$ cat src/rtl/billiard_pkg.sv
// Shared types for the cue aiming / shot path of the billiard game.
// Latency: n/a (types and constants only).
// Backpressure: n/a.
package billiard_pkg;

    // Signed screen coordinate / offset / velocity, 11 bits.
    typedef logic signed [10:0] coord_t;

    typedef enum logic [1:0] {
        WAIT_STILL = 2'd0,
        AIM        = 2'd1,
        FIRE       = 2'd2,
        COOLDOWN   = 2'd3
    } aim_state_t;

    // Top-left to ball-centre distance in pixels, both axes.
    localparam int BALL_OFFSET_DEFAULT = 16;

endpackage

$ cat src/rtl/aim_key_step.sv
// One axis of the aim offset: applies a +/-STEP move from a key pair and saturates to +/-MAX.
// Latency: combinational.
// Backpressure: none; the result is only meaningful when step_en is high, otherwise cur passes through.
// Ports: dec/inc keys (level), step_en (apply this cycle), cur (present offset), nxt (offset to register).
module aim_key_step
    import billiard_pkg::*;
#(
    parameter int STEP = 2,
    parameter int MAX  = 128
) (
    input  logic   dec,
    input  logic   inc,
    input  logic   step_en,
    input  coord_t cur,
    output coord_t nxt
);

    // One guard bit so cur +/- STEP cannot wrap before the clamp sees it.
    localparam logic signed [11:0] MAX_POS = 12'(MAX);
    localparam logic signed [11:0] MAX_NEG = -12'(MAX);
    localparam logic signed [11:0] STEP_W  = 12'(STEP);

    logic signed [11:0] delta;
    logic signed [11:0] sum;

    always_comb begin
        delta = '0;
        // Both keys held cancel out.
        if (inc && !dec) begin
            delta = STEP_W;
        end else if (dec && !inc) begin
            delta = -STEP_W;
        end
        sum = {cur[10], cur} + delta;

        nxt = cur;
        if (step_en) begin
            if (sum > MAX_POS) begin
                nxt = MAX_POS[10:0];
            end else if (sum < MAX_NEG) begin
                nxt = MAX_NEG[10:0];
            end else begin
                nxt = sum[10:0];
            end
        end
    end

endmodule

$ cat src/rtl/cue_aim_controller.sv
// Owns the aim vector drawn from the cue-ball centre, steps it from arrow keys each frame, fires a shot on Enter.
// Latency: aimPos/drawLineEnable registered 1 cycle after inputs; shotValid 1 cycle after the Enter rising edge.
// Backpressure: none; shotValid is a single-cycle pulse the physics block must take when it appears.
// Ports: clk, reset (sync, active-high), startOfFrame, ballPosX/Y, ballsStill, arrow keys, keyEnterIsPressed
//        -> aimPosX/Y, drawLineEnable, shotValid, shotSpeedX/Y.
module cue_aim_controller
    import billiard_pkg::*;
#(
    parameter int BALL_OFFSET     = BALL_OFFSET_DEFAULT,
    parameter int AIM_MAX         = 128,
    parameter int AIM_STEP        = 2,
    parameter int AIM_RESET_DX    = 64,
    parameter int SPEED_SHIFT     = 2,
    parameter int COOLDOWN_FRAMES = 4
) (
    input  logic   clk,
    input  logic   reset,
    input  logic   startOfFrame,
    input  coord_t ballPosX,
    input  coord_t ballPosY,
    input  logic   ballsStill,
    input  logic   keyLeft,
    input  logic   keyRight,
    input  logic   keyUp,
    input  logic   keyDown,
    input  logic   keyEnterIsPressed,
    output coord_t aimPosX,
    output coord_t aimPosY,
    output logic   drawLineEnable,
    output logic   shotValid,
    output coord_t shotSpeedX,
    output coord_t shotSpeedY
);

    localparam int CNT_W = $clog2(COOLDOWN_FRAMES + 1);

    aim_state_t       state;
    aim_state_t       state_nxt;
    coord_t           dx;
    coord_t           dy;
    coord_t           dx_nxt;
    coord_t           dy_nxt;
    logic             enter_prev;
    logic [CNT_W-1:0] cd_cnt;
    logic             enter_rise;
    logic             fire;
    logic             step_en;
    logic             cd_done;

    always_comb begin
        enter_rise = keyEnterIsPressed && !enter_prev;
        // A zero vector has no direction, so an Enter edge on it is ignored.
        fire       = (state == AIM) && enter_rise && ballsStill && ((dx != '0) || (dy != '0));
        // A shot launched on a frame tick uses the vector as displayed; the tick is dropped.
        step_en    = (state == AIM) && startOfFrame && !fire;
        cd_done    = (cd_cnt == CNT_W'(COOLDOWN_FRAMES));

        state_nxt = state;
        case (state)
            WAIT_STILL: if (ballsStill) state_nxt = AIM;
            AIM: begin
                if (!ballsStill) begin
                    state_nxt = WAIT_STILL;
                end else if (fire) begin
                    state_nxt = FIRE;
                end
            end
            FIRE:       state_nxt = COOLDOWN;
            // Enter still held after the cooldown keeps us here so one long press cannot fire twice.
            COOLDOWN:   if (cd_done && !keyEnterIsPressed) state_nxt = WAIT_STILL;
            default:    state_nxt = WAIT_STILL;
        endcase
    end

    aim_key_step #(.STEP(AIM_STEP), .MAX(AIM_MAX)) u_step_x (
        .dec     (keyLeft),
        .inc     (keyRight),
        .step_en (step_en),
        .cur     (dx),
        .nxt     (dx_nxt)
    );

    aim_key_step #(.STEP(AIM_STEP), .MAX(AIM_MAX)) u_step_y (
        .dec     (keyUp),
        .inc     (keyDown),
        .step_en (step_en),
        .cur     (dy),
        .nxt     (dy_nxt)
    );

    always_ff @(posedge clk) begin
        if (reset) begin
            state          <= WAIT_STILL;
            dx             <= coord_t'(AIM_RESET_DX);
            dy             <= '0;
            // Treat Enter as already held so a press spanning reset never fires.
            enter_prev     <= 1'b1;
            cd_cnt         <= '0;
            aimPosX        <= '0;
            aimPosY        <= '0;
            drawLineEnable <= 1'b0;
            shotValid      <= 1'b0;
            shotSpeedX     <= '0;
            shotSpeedY     <= '0;
        end else begin
            state          <= state_nxt;
            dx             <= dx_nxt;
            dy             <= dy_nxt;
            enter_prev     <= keyEnterIsPressed;
            // No screen clamping here; the line drawer clips.
            aimPosX        <= ballPosX + coord_t'(BALL_OFFSET) + dx;
            aimPosY        <= ballPosY + coord_t'(BALL_OFFSET) + dy;
            drawLineEnable <= (state == AIM);
            shotValid      <= fire;
            if (fire) begin
                shotSpeedX <= dx <<< SPEED_SHIFT;
                shotSpeedY <= dy <<< SPEED_SHIFT;
            end
            if (state == FIRE) begin
                cd_cnt <= '0;
            end else if ((state == COOLDOWN) && startOfFrame && !cd_done) begin
                cd_cnt <= cd_cnt + 1'b1;
            end
        end
    end

endmodule

$ cat config.mk
export PLATFORM = sky130hd
export DESIGN_NAME = cue_aim_controller
export DESIGN_NICKNAME = d
export VERILOG_FILES = /design/src/rtl/billiard_pkg.sv /design/src/rtl/aim_key_step.sv /design/src/rtl/cue_aim_controller.sv
export SDC_FILE = /design/constraint.sdc
export NUM_CORES = 1
export LEC_CHECK = 0
export CAP_MARGIN = 20
export CORE_MARGIN = 2
export CORE_UTILIZATION = 51
export CTS_CLUSTER_SIZE = 16
export DETAILED_ROUTE_END_ITERATION = 6
export PLACE_DENSITY = 0.77
export SETUP_SLACK_MARGIN = 0.02
export SLEW_MARGIN = 15
export SYNTH_ARGS = -nofsm -noshare
export SYNTH_HDL_FRONTEND = slang
export SYNTH_SLANG_ARGS = --single-unit
$ cat constraint.sdc
create_clock -name clk -period 3.6 [get_ports clk]
set_input_delay 0.36 -clock clk [delete_from_list [all_inputs] [get_ports clk]]
set_output_delay 0.36 -clock clk [all_outputs]
set_load 0.005 [all_outputs]
Gate-type map:
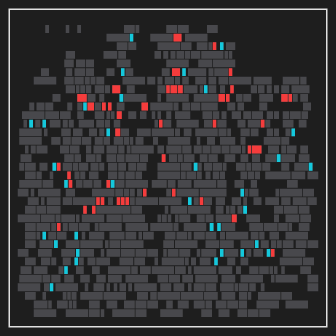
Key: cyan = inverters [cells 34]; red = NAND gates [cells 43]
logic gate fraction of the total cell area: 52.5%
final standard cell count with taps included and fillers excluded: 754
most frequent logic cell in the layout: sky130_fd_sc_hd__clkdlybuf4s50_1

The metal 1 layer:
Supply wires on this layer in gray.
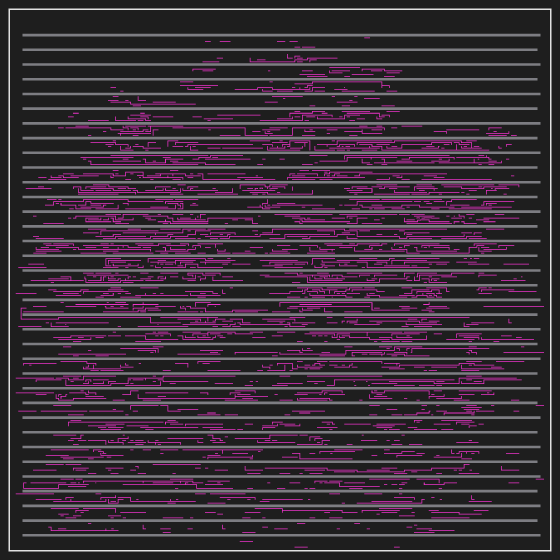
The layer holds 41% of the routed length. 677 nets have wire on it. The layer carries 5,040 um of wire. The wires run mostly horizontal.
GR met1 Demand/Resource: 29.9%
Total Wirelength: 12.4 mm
detailed-route via count: 4,432

Floorplan with the power grid:
Pins as bars on the die edge.
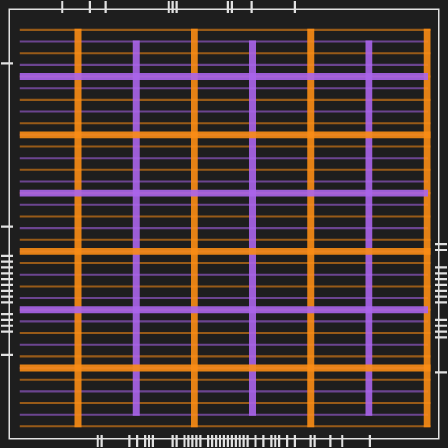
Key: purple = VDD; orange = VSS
The core has 34 rows. 77 signal pins sit on the boundary. 6 straps on met5.
Chip Height: 99.8 um
core outline area: 8810 um2
die boundary width: 99.8 um
peak supply drop: 0.212 mV

Sequential cells colored by netlist name:
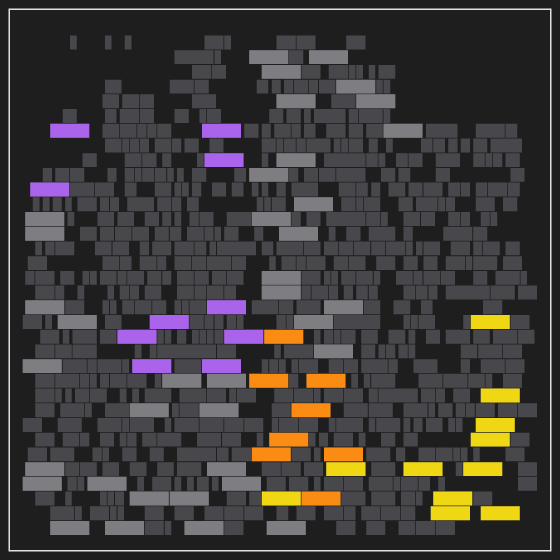
Key: yellow = aimPosX [flops 11, where lower right]; purple = dy [flops 10]; orange = shotSpeedX [flops 8, where bottom center]
Another 37 sequential cells are not colored.
sequential cell area share: 22.5%
Final Core Density: 66.7%

Clock routing:
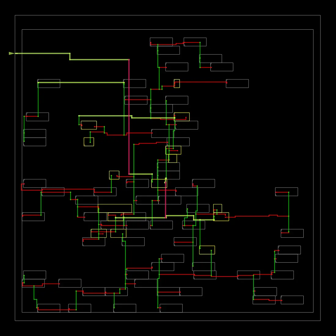
worst-case clock skew: 9.89 ps
power drawn by the clock network: 0.000627 W
number of sinks driven by the clock tree: 66
sequential cell count: 66
latest clock arrival within the worst-skew pair: 340 ps

==> qor.tcl <==
set qor(result_of_the_run) {finished, final reports clean}
set qor(insertedDiodeCount) 0
set qor(via_count_of_the_first_global_routing_pass) 4310
set qor(tns_setup_ps) 0
set qor(synth.area.mux_share_pct) 2.78
set qor(crit_type) {in2reg}
set qor(synthesis.yosys.warnings) 0
set qor(period_minus_slack_ps) 3480
set qor(critPathMaxFanout) 7
set qor(netlist_instances) 554
set qor(grt_setup_unrepaired) {false}
set qor(core_util_floorplan_pct) 53.2
set qor(endpoint_kind) {register}
set qor(cellLeakagePower_nw) 2.59
set qor(area_occupied_by_multi_input_gates_um2) 3090
set qor(detail_routed_via_count_per_cell) 5.88
set qor(synth_flops) 66
set qor(lay_top_cells) {69 x sky130_fd_sc_hd__clkdlybuf4s50_1, 66 x sky130_fd_sc_hd__dfxtp_1, 61 x sky130_fd_sc_hd__nor2_1, 43 x sky130_fd_sc_hd__ha_1, 40 x sky130_fd_sc_hd__buf_4}
set qor(io_buffers) 70
set qor(hp-class) {reg2reg}
set qor(drt_iter0_markers) 233
set qor(nets) 721
set qor(critical_path.startpoint) {keyRight}
set qor(critical_path.reg2reg.startpoint) {dx[2]}
set qor(critPathRequiredTime_ps) 3820
set qor(power_density_over_the_cells_nw_per_um2) 314
set qor(cts_buffer_depth) 2
set qor(drive_gt1_share_pct) 12.2
set qor(grt_use_met3_pct) 3.90
set qor(yosys-stat-cells) 554
set qor(simple_gate_area_share_pct) 18.6
set qor(drtAntennaViolNets) 0
set qor(final-max-slew-violation-count) 0
set qor(report.final.hold_viol_count) 0
set qor(setup_viol_count_final) 0
set qor(min_period_over_period_pct) 96.6
set qor(cts_root_buf) {sky130_fd_sc_hd__clkbuf_8}
set qor(adder_share_pct) 13.5
set qor(cts.repair.resized) 1
set qor(total_number_of_warnings_across_the_stage_logs) 31
set qor(cp_cell_sequence) {clkdlybuf4s50_1 -> inv_1 -> ha_1 -> inv_1 -> ha_2 -> fa_2 -> nand4b_1 -> nor2b_4 -> and4_1 -> nor4_1 -> or4_1 -> nor4_4 -> buf_4 -> a221o_1 -> a211o_1}
set qor(final_instance_area_um2) 5880
set qor(grt_start_max_net_pins) 37
set qor(clk_pin_slew_ps) 80
set qor(slew_headroom_pct) 50.0
set qor(detail_route.wl_per_cell_um) 16.4
set qor(number_of_buffers_inserted_during_clock_tree_synthesis) 9
set qor(cts_hold_buffers) 0
cell type report:
cell class                 instances  share of cell area [%]
clock buffer                       9                    2.11
clock inverter                     6                    1.15
inverter                          34                    2.17
multi-input combinational        420                    52.5
sequential                        66                    22.5
tap                              108                    2.30
timing repair buffer             111                    17.3
cells by family after synthesis:
logic type	after synthesis
buffers and inverters	75
xor gates and xnor gates	35
AOI/OAI and AO/OA	151
adders and majority gates	48
other	1
DFF	66
muxes	13
and+or+nand+nor	165
state kept, by name (all words and copies together) (netlist names):
name            cells
aimPosX            11
aimPosY            11
dx                 10
dy                 10
shotSpeedX          8
shotSpeedY          8
cd_cnt              3
state               2
drawLineEnable      1
enter_prev          1
shotValid           1
per-layer routing:
layer  up-vias  wire length (um)
met5         -                 0
met4         0               307
met3        30               788
met2       177              6230
met1      2078              5040
li1       2147                 -
worst max-delay path: cells and delay by family:
kind	cells	cell delay [ps]
adder cells (fa/ha/maj)	3	720
buffers and inverters	4	730
AND-OR/OR-AND	2	640
AND/OR/NAND/NOR	6	1260
metrics by stage:
stage | std cells | hold slack (ps)
after floorplan | 561 | 467
after global placement | 737 | 470
after detailed placement | 737 | 482
after CTS | 752 | 501
after global routing | 754 | 524
final | 754 | 493
report_power, final:
group | total (W) | leakage (nW) | internal, W | switching [W]
clock network | 0.000627 | 0.0917 | 0.000318 | 0.000309
registers | 0.000797 | 0.540 | 0.000765 | 0.0000320
logic | 0.000422 | 1.96 | 0.000220 | 0.000202
total | 0.00185 | 2.59 | 0.00130 | 0.000542
path summary, 6_finish.rpt:
check,endpoint,slack [ps],cells past startpoint
hold reg to reg,shotSpeedY[6],490,2
setup reg to reg,dx[6],400,10
hold / removal,shotSpeedY[6],490,2
setup / recovery,dx[6],120,15
No activity file was given, so power comes from the tool's default toggle rates.
